--- src/rtl/ranging_pkg.sv ---
// Shared types and 27 MHz timing defaults for the ultrasonic ranging scheduler.
package ranging_pkg;

  typedef enum logic [2:0] {
    ST_IDLE      = 3'd0,
    ST_TRIG      = 3'd1,
    ST_WAIT_RISE = 3'd2,
    ST_MEASURE   = 3'd3,
    ST_HOLDOFF   = 3'd4
  } state_e;

  localparam logic [1:0] TO_OK     = 2'b00;
  localparam logic [1:0] TO_NORISE = 2'b01;
  localparam logic [1:0] TO_LONG   = 2'b10;

  localparam int unsigned DEF_NUM_SENSORS    = 4;
  localparam int unsigned DEF_TRIG_CYCLES    = 270;
  localparam int unsigned DEF_ARM_TIMEOUT    = 810000;
  localparam int unsigned DEF_ECHO_MAX       = 1026000;
  localparam int unsigned DEF_HOLDOFF_CYCLES = 1620000;
  localparam int unsigned DEF_CNT_W          = 21;

  function automatic int unsigned max_u(input int unsigned a, input int unsigned b);
    return (a > b) ? a : b;
  endfunction

endpackage

--- src/rtl/echo_sync.sv ---
// Per-bit 2-FF synchronizer with a registered previous value for edge detection.
module echo_sync #(
  parameter int unsigned W = 4
) (
  input  logic         clk,
  input  logic         rst_n,
  input  logic [W-1:0] async_i,
  output logic [W-1:0] rise_o,
  output logic [W-1:0] fall_o
);

  logic [W-1:0] meta_q;
  logic [W-1:0] sync_q;
  logic [W-1:0] prev_q;

  always_ff @(posedge clk or negedge rst_n) begin
    if (!rst_n) begin
      meta_q <= '0;
      sync_q <= '0;
      prev_q <= '0;
    end else begin
      meta_q <= async_i;
      sync_q <= meta_q;
      prev_q <= sync_q;
    end
  end

  assign rise_o = sync_q & ~prev_q;
  assign fall_o = ~sync_q & prev_q;

endmodule

--- src/rtl/ultrasonic_ping_scheduler.sv ---
// Round-robin trigger/echo sequencer sharing one echo-width timer across all sensors.
module ultrasonic_ping_scheduler
  import ranging_pkg::*;
#(
  parameter int unsigned NUM_SENSORS    = DEF_NUM_SENSORS,
  parameter int unsigned TRIG_CYCLES    = DEF_TRIG_CYCLES,
  parameter int unsigned ARM_TIMEOUT    = DEF_ARM_TIMEOUT,
  parameter int unsigned ECHO_MAX       = DEF_ECHO_MAX,
  parameter int unsigned HOLDOFF_CYCLES = DEF_HOLDOFF_CYCLES,
  parameter int unsigned CNT_W          = DEF_CNT_W
) (
  input  logic                   clk,
  input  logic                   rst_n,
  input  logic                   enable,
  input  logic                   single_shot,
  input  logic [2:0]             start_sel,
  input  logic [NUM_SENSORS-1:0] echo,
  output logic [NUM_SENSORS-1:0] trig,
  output logic                   busy,
  output logic                   res_valid,
  output logic [2:0]             res_sensor,
  output logic [CNT_W-1:0]       res_count,
  output logic [1:0]             res_timeout,
  output logic [2:0]             dbg_state
);

  // One timer serves every phase, so it must hold the longest interval.
  localparam int unsigned T_MAX = max_u(max_u(TRIG_CYCLES, ARM_TIMEOUT),
                                        max_u(ECHO_MAX, HOLDOFF_CYCLES));
  localparam int unsigned TW    = max_u(unsigned'($clog2(T_MAX + 1)), CNT_W);

  localparam logic [TW-1:0] TRIG_LAST = TW'(TRIG_CYCLES - 1);
  localparam logic [TW-1:0] ARM_LAST  = TW'(ARM_TIMEOUT - 1);
  localparam logic [TW-1:0] HOLD_LAST = TW'(HOLDOFF_CYCLES - 1);
  localparam logic [TW-1:0] ECHO_LIM  = TW'(ECHO_MAX);
  localparam logic [2:0]    PTR_LAST  = 3'(NUM_SENSORS - 1);

  state_e                 state_q, state_d;
  logic [TW-1:0]          cnt_q, cnt_d;
  logic [2:0]             ptr_q, ptr_d;
  logic                   single_q, single_d;
  logic                   res_valid_q;
  logic [2:0]             res_sensor_q;
  logic [CNT_W-1:0]       res_count_q;
  logic [1:0]             res_timeout_q;

  logic [NUM_SENSORS-1:0] rise_v, fall_v, sel_mask;
  logic                   rise_sel, fall_sel, start_ok;
  logic                   post;
  logic [TW-1:0]          post_count;
  logic [1:0]             post_to;
  logic [2:0]             ptr_next;

  echo_sync #(.W(NUM_SENSORS)) u_sync (
    .clk     (clk),
    .rst_n   (rst_n),
    .async_i (echo),
    .rise_o  (rise_v),
    .fall_o  (fall_v)
  );

  assign sel_mask = NUM_SENSORS'(1) << ptr_q;
  assign rise_sel = |(rise_v & sel_mask);
  assign fall_sel = |(fall_v & sel_mask);
  assign start_ok = 32'(start_sel) < NUM_SENSORS;
  assign ptr_next = (ptr_q == PTR_LAST) ? 3'd0 : ptr_q + 3'd1;

  always_comb begin
    state_d    = state_q;
    cnt_d      = cnt_q;
    ptr_d      = ptr_q;
    single_d   = single_q;
    post       = 1'b0;
    post_count = '0;
    post_to    = TO_OK;
    case (state_q)
      ST_IDLE: begin
        cnt_d = '0;
        if (enable) begin
          single_d = 1'b0;
          state_d  = ST_TRIG;
        end else if (single_shot && start_ok) begin
          ptr_d    = start_sel;
          single_d = 1'b1;
          state_d  = ST_TRIG;
        end
      end
      ST_TRIG: begin
        if (cnt_q == TRIG_LAST) begin
          cnt_d   = '0;
          state_d = ST_WAIT_RISE;
        end else begin
          cnt_d = cnt_q + 1'b1;
        end
      end
      ST_WAIT_RISE: begin
        if (rise_sel) begin
          cnt_d   = TW'(1);
          state_d = ST_MEASURE;
        end else if (cnt_q == ARM_LAST) begin
          post    = 1'b1;
          post_to = TO_NORISE;
          cnt_d   = '0;
          state_d = ST_HOLDOFF;
        end else begin
          cnt_d = cnt_q + 1'b1;
        end
      end
      ST_MEASURE: begin
        // A fall seen with the counter already at ECHO_MAX still reports as a good echo.
        if (fall_sel || cnt_q == ECHO_LIM) begin
          post       = 1'b1;
          post_count = cnt_q;
          post_to    = fall_sel ? TO_OK : TO_LONG;
          cnt_d      = '0;
          state_d    = ST_HOLDOFF;
        end else begin
          cnt_d = cnt_q + 1'b1;
        end
      end
      ST_HOLDOFF: begin
        if (cnt_q == HOLD_LAST) begin
          cnt_d = '0;
          if (single_q) begin
            single_d = 1'b0;
            state_d  = ST_IDLE;
          end else begin
            ptr_d   = ptr_next;
            state_d = enable ? ST_TRIG : ST_IDLE;
          end
        end else begin
          cnt_d = cnt_q + 1'b1;
        end
      end
      default: state_d = ST_IDLE;
    endcase
  end

  always_ff @(posedge clk or negedge rst_n) begin
    if (!rst_n) begin
      state_q       <= ST_IDLE;
      cnt_q         <= '0;
      ptr_q         <= '0;
      single_q      <= 1'b0;
      res_valid_q   <= 1'b0;
      res_sensor_q  <= '0;
      res_count_q   <= '0;
      res_timeout_q <= TO_OK;
    end else begin
      state_q     <= state_d;
      cnt_q       <= cnt_d;
      ptr_q       <= ptr_d;
      single_q    <= single_d;
      res_valid_q <= post;
      if (post) begin
        res_sensor_q  <= ptr_q;
        res_count_q   <= post_count[CNT_W-1:0];
        res_timeout_q <= post_to;
      end
    end
  end

  assign trig        = (state_q == ST_TRIG) ? sel_mask : '0;
  assign busy        = (state_q != ST_IDLE);
  assign res_valid   = res_valid_q;
  assign res_sensor  = res_sensor_q;
  assign res_count   = res_count_q;
  assign res_timeout = res_timeout_q;
  assign dbg_state   = state_q;

endmodule

--- config.mk ---
export PLATFORM = sky130hd
export DESIGN_NAME = ultrasonic_ping_scheduler
export DESIGN_NICKNAME = d
export VERILOG_FILES = /design/src/rtl/ranging_pkg.sv /design/src/rtl/echo_sync.sv /design/src/rtl/ultrasonic_ping_scheduler.sv
export SDC_FILE = /design/constraint.sdc
export NUM_CORES = 1
export LEC_CHECK = 0
export ABC_AREA = 1
export ABC_CLOCK_PERIOD_IN_PS = 2660
export CAP_MARGIN = 20
export CORE_MARGIN = 5
export CORE_UTILIZATION = 55
export DETAILED_ROUTE_END_ITERATION = 12
export GPL_ROUTABILITY_DRIVEN = 0
export PLACE_DENSITY = 0.79
export SLEW_MARGIN = 40
export SYNTH_ARGS = -nofsm -noshare
export SYNTH_HDL_FRONTEND = slang
export SYNTH_SLANG_ARGS = --single-unit
--- constraint.sdc ---
create_clock -name clk -period 2.66 [get_ports clk]
set_clock_uncertainty 0.15 [all_clocks]
set_input_delay 0.532 -clock clk [delete_from_list [all_inputs] [get_ports clk]]
set_output_delay 0.532 -clock clk [all_outputs]
set_load 0.005 [all_outputs]
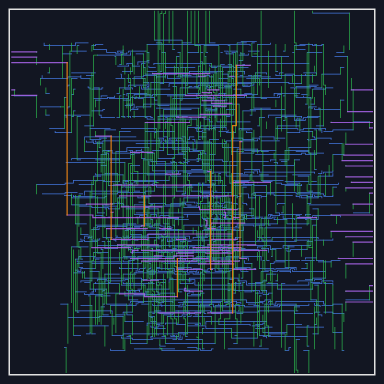
Run 1: metal layers overlaid
Scale: 4 px per µm.
[orange] metal 4 | wire length: 197 µm
[green] metal 2 | wire length: 3930 µm
[blue] metal 1 | wire length: 3720 µm
[purple] metal 3 | wire length: 651 µm
Overall Global Routing Usage: 21.5%
via count: 3230

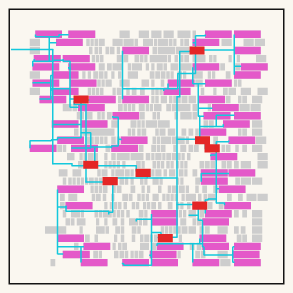
Run 1: routed clock nets over the placement
Scale: 3 px per µm.
[magenta] flip-flops | count: 67
[cyan] clock wires | length: 792 µm
[red] clock drivers | count: 9
routed clock nets: 10
flops lie: spread over the die

==> results.yml, run 1 <==
# generated from flow reports
die:
  die-area_um2: 8290
  fp_util_pct: 56.5
  tapCellCount: 77
  fp.dieH_um: 91.0
  core_um2: 6390
  rows: 29
  dieWidth_um: 91.0
clock_tree:
  post_cts_resize_count: 1
  cts_tree: "yes"
  clock_latency_ns: 0.35
  cts_hold_buf: 0
  htree_levels: 3
  cts.clk_slew.worst_paths_ns: 0.08
drt:
  route.met3.wl_um: 651
  dr.pass1.iters: 5
  antenna_left: 0
  totalWireLength_mm: 8.50
  met1_length_mm: 3.72
  highest_layer: "met4"
  drc_errors: 0
layout:
  seq_area_share_pct: 39.0
  final_cell_area_um2: 4300
  lay_top_cells: "119 x nand2_1, 67 x dfrtp_1, 55 x nand3_1"
  buffers: 54
  clk_share_pct: 4.63
  final_layout_size_suffix_gt1_share_pct: 8.77
  nFlopsAndLatches: 67
  seqCellArea_um2: 1680
  nMultiInputCombCells: 329
  inv_count: 47
  logic_area_um2: 1630
  clkbuf_count: 9
  final_cells: 590
  post-route-util_pct: 67.3
  antennaDiodeCount: 0
timing:
  finalSetupViolCount: 0
  slew_violations: 0
  slew_headroom_pct: 55.0
  period_needed_ns: 2.56
  rsz0062_at_grt: "no"
  clock.fmax_mhz: 390
  tns_ns: 0
  tightest_slew_ns: 0.676
setup_path:
  crit_path_start_kind: "flip-flop"
  end_kind: "output pin"
  crit_required_ns: 1.98
  crit_family: "buffers and inverters"
  r2r_end: "res_count[9]"
  crit_chain: "nor3_4 -> inv_1 -> nor3_1 -> clkdlybuf4s50_1"
  path_buffers: 2
  worstReg2RegStart: "ptr_q[0]"
  cp-endpoint: "trig[3]"
  setup.worst_path.start: "dbg_state[1]"
  ff2ff_path_depth: 12
yosys:
  synth_area_um2: 3610
  ys_cells: 464
  yosysTopAreaCellShare_pct: 46.4
  ys.flops: 67
  ys_chip_area_um2: 3610
  synth_cell_types: 31
  synth_area_per_cell_um2: 7.78
  dominantRegCellSynth: "dfrtp_1"
  async_flop_share_pct: 100
  syn_inst: 464
  fp_nets: 482
  yosysWarningCount: 0
place:
  placed_area_um2: 4080
  placed_cells: 573
  io_buffer_count: 45
  dp_hpwl_mm: 6.33
global_route:
  grt_pass1_vias: 3064
  met2_usage_pct: 32.0
  grt-ovfl-total: 0
  antenna_found_initial: 0
  grt_pass1_wl_mm: 14.6
  use_met1_pct: 29.7
power:
  power_density_nw_per_um2: 708
  leakagePower_nw: 2.02
  power.total_mw: 3.04
run_status:
  status: "completed"
flow_run:
  drv_cap: 0
hold_path:
  hold_class: "in -> async"
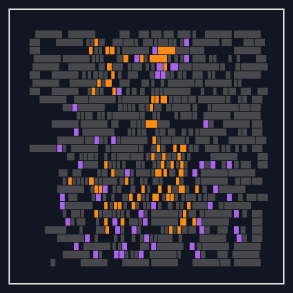
Run 1: logic cells by family
Scale: 3 px per µm.
[purple] inverting AOI/OAI gates | cells: 51
[orange] NOR gates | cells: 65

==> run 1: power breakdown <==
part           switching [mW]  total, mW  internal [mW]
registers               0.104       1.22           1.12
logic                   0.593      0.973          0.380
clock network           0.412      0.849          0.437
==> run 1: cell families (layout without fill, tap and decap cells) <==
kind of cell	count (synthesis)	count (layout)	share of synthesized area (%)
fa+ha+maj	7	7	2.43
simple gates	260	260	32.5
buf+inv	68	117	8.87
flops	67	67	46.4
xor+xnor	10	10	2.43
compound gates	52	52	7.38
==> run 1: worst reg2reg max path, cell delays in order (launching register included) <==
cell and delay (ns):
dfrtp_1 0.44, inv_1 0.10, ha_1 0.22, inv_1 0.08, nor2_1 0.06, nand3_1 0.08, nand2_1 0.06, nor2_2 0.22
nand2_2 0.17, nand2_4 0.28, buf_4 0.21, nand3_1 0.07, o21ai_1 0.09
==> run 2: changes to the inputs <==
CELL_PAD_IN_SITES_DETAIL_PLACEMENT = 0   (was not set)
CELL_PAD_IN_SITES_GLOBAL_PLACEMENT = 1   (was not set)
CORE_UTILIZATION = 41   (was 55)
PLACE_DENSITY = 0.8   (was 0.79)
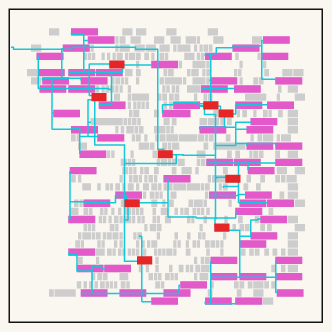
Run 2: routed clock nets over the placement
Scale: 3 px per µm.
[magenta] flip-flops | count: 67
[red] clock drivers | count: 9
[cyan] clock wires | length: 972 µm
flops lie: spread over the die

==> results.yml, run 2 <==
# generated from flow reports
die:
  fp_util_pct: 41.8
  dieWidth_um: 104
  core_um2: 8640
yosys:
  adder_share_pct: 2.43
  yosysTopAreaCellShare_pct: 46.4
  syn_inst: 464
  fp_nets: 482
  synth_area_um2: 3610
  yosysWarningCount: 0
  synth_area_per_cell_um2: 7.78
  dominantRegCellSynth: "dfrtp_1"
  synthSimpleGateAreaFrac_pct: 32.5
  ys_sh_xor_pct: 2.43
  yosys.area_share.aoi_pct: 7.38
  async_flop_share_pct: 100
drt:
  totalWireLength_mm: 8.87
  route.met3.wl_um: 496
  drc_errors: 0
  highest_layer: "met4"
  dr.pass1.iters: 5
  antenna_left: 0
  met1_length_mm: 4.35
place:
  dp_hpwl_mm: 6.58
  io_buffer_count: 45
  placed_area_um2: 4110
clock_tree:
  cts_tree: "yes"
  post_cts_resize_count: 1
  cts.clk_slew.worst_paths_ns: 0.07
  htree_levels: 3
setup_path:
  r2r_end: "res_count[9]"
  path_buffers: 2
  ff2ff_path_depth: 12
  setup.worst_path.start: "dbg_state[2]"
  crit_family: "buffers and inverters"
  cp-endpoint: "trig[2]"
  crit_required_ns: 1.98
timing:
  rsz0062_at_grt: "no"
  finalSetupViolCount: 0
  clock.fmax_mhz: 395
power:
  power.total_mw: 3.09
  power_density_nw_per_um2: 713
global_route:
  use_met1_pct: 25.1
  met2_usage_pct: 24.9
  antenna_found_initial: 0
layout:
  antennaDiodeCount: 0
  final_cells: 618
  lay_top_cells: "119 x nand2_1, 66 x dfrtp_1, 55 x nand3_1"
  post-route-util_pct: 50.2
flow_run:
  drv_cap: 0
run_status:
  status: "completed"
hold_path:
  hold_class: "in -> async"
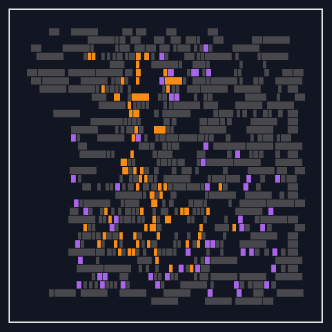
Run 2: logic cells by family
Scale: 3 px per µm.
[orange] NOR gates | cells: 65
[purple] inverting AOI/OAI gates | cells: 51

[run 2: cell counts after synthesis]
No cell type changed its count.
[run 2: cell type report]
| class | count | area, µm² | share of cell area (%) |
|---|---|---|---|
| repair buffers | 51 | 515 | 11.9 |
| clock buffers | 11 | 131 | 3.03 |
| multi-input cells | 329 | 1630 | 37.5 |
| flip-flops and latches | 67 | 1680 | 38.7 |
| well taps | 108 | 135 | 3.11 |
| clock inverters | 5 | 77.6 | 1.79 |
| inverters | 47 | 176 | 4.07 |
[run 2: power breakdown]
group / leakage [nW] / internal, mW / total [mW] / switching (mW)
Combinational: 1.03 / 0.375 / 0.959 / 0.584
Clock: 0.103 / 0.525 / 0.916 / 0.390
Sequential: 0.893 / 1.12 / 1.22 / 0.101
Total: 2.02 / 2.02 / 3.09 / 1.07
Power is estimated from default activity; no workload was simulated.
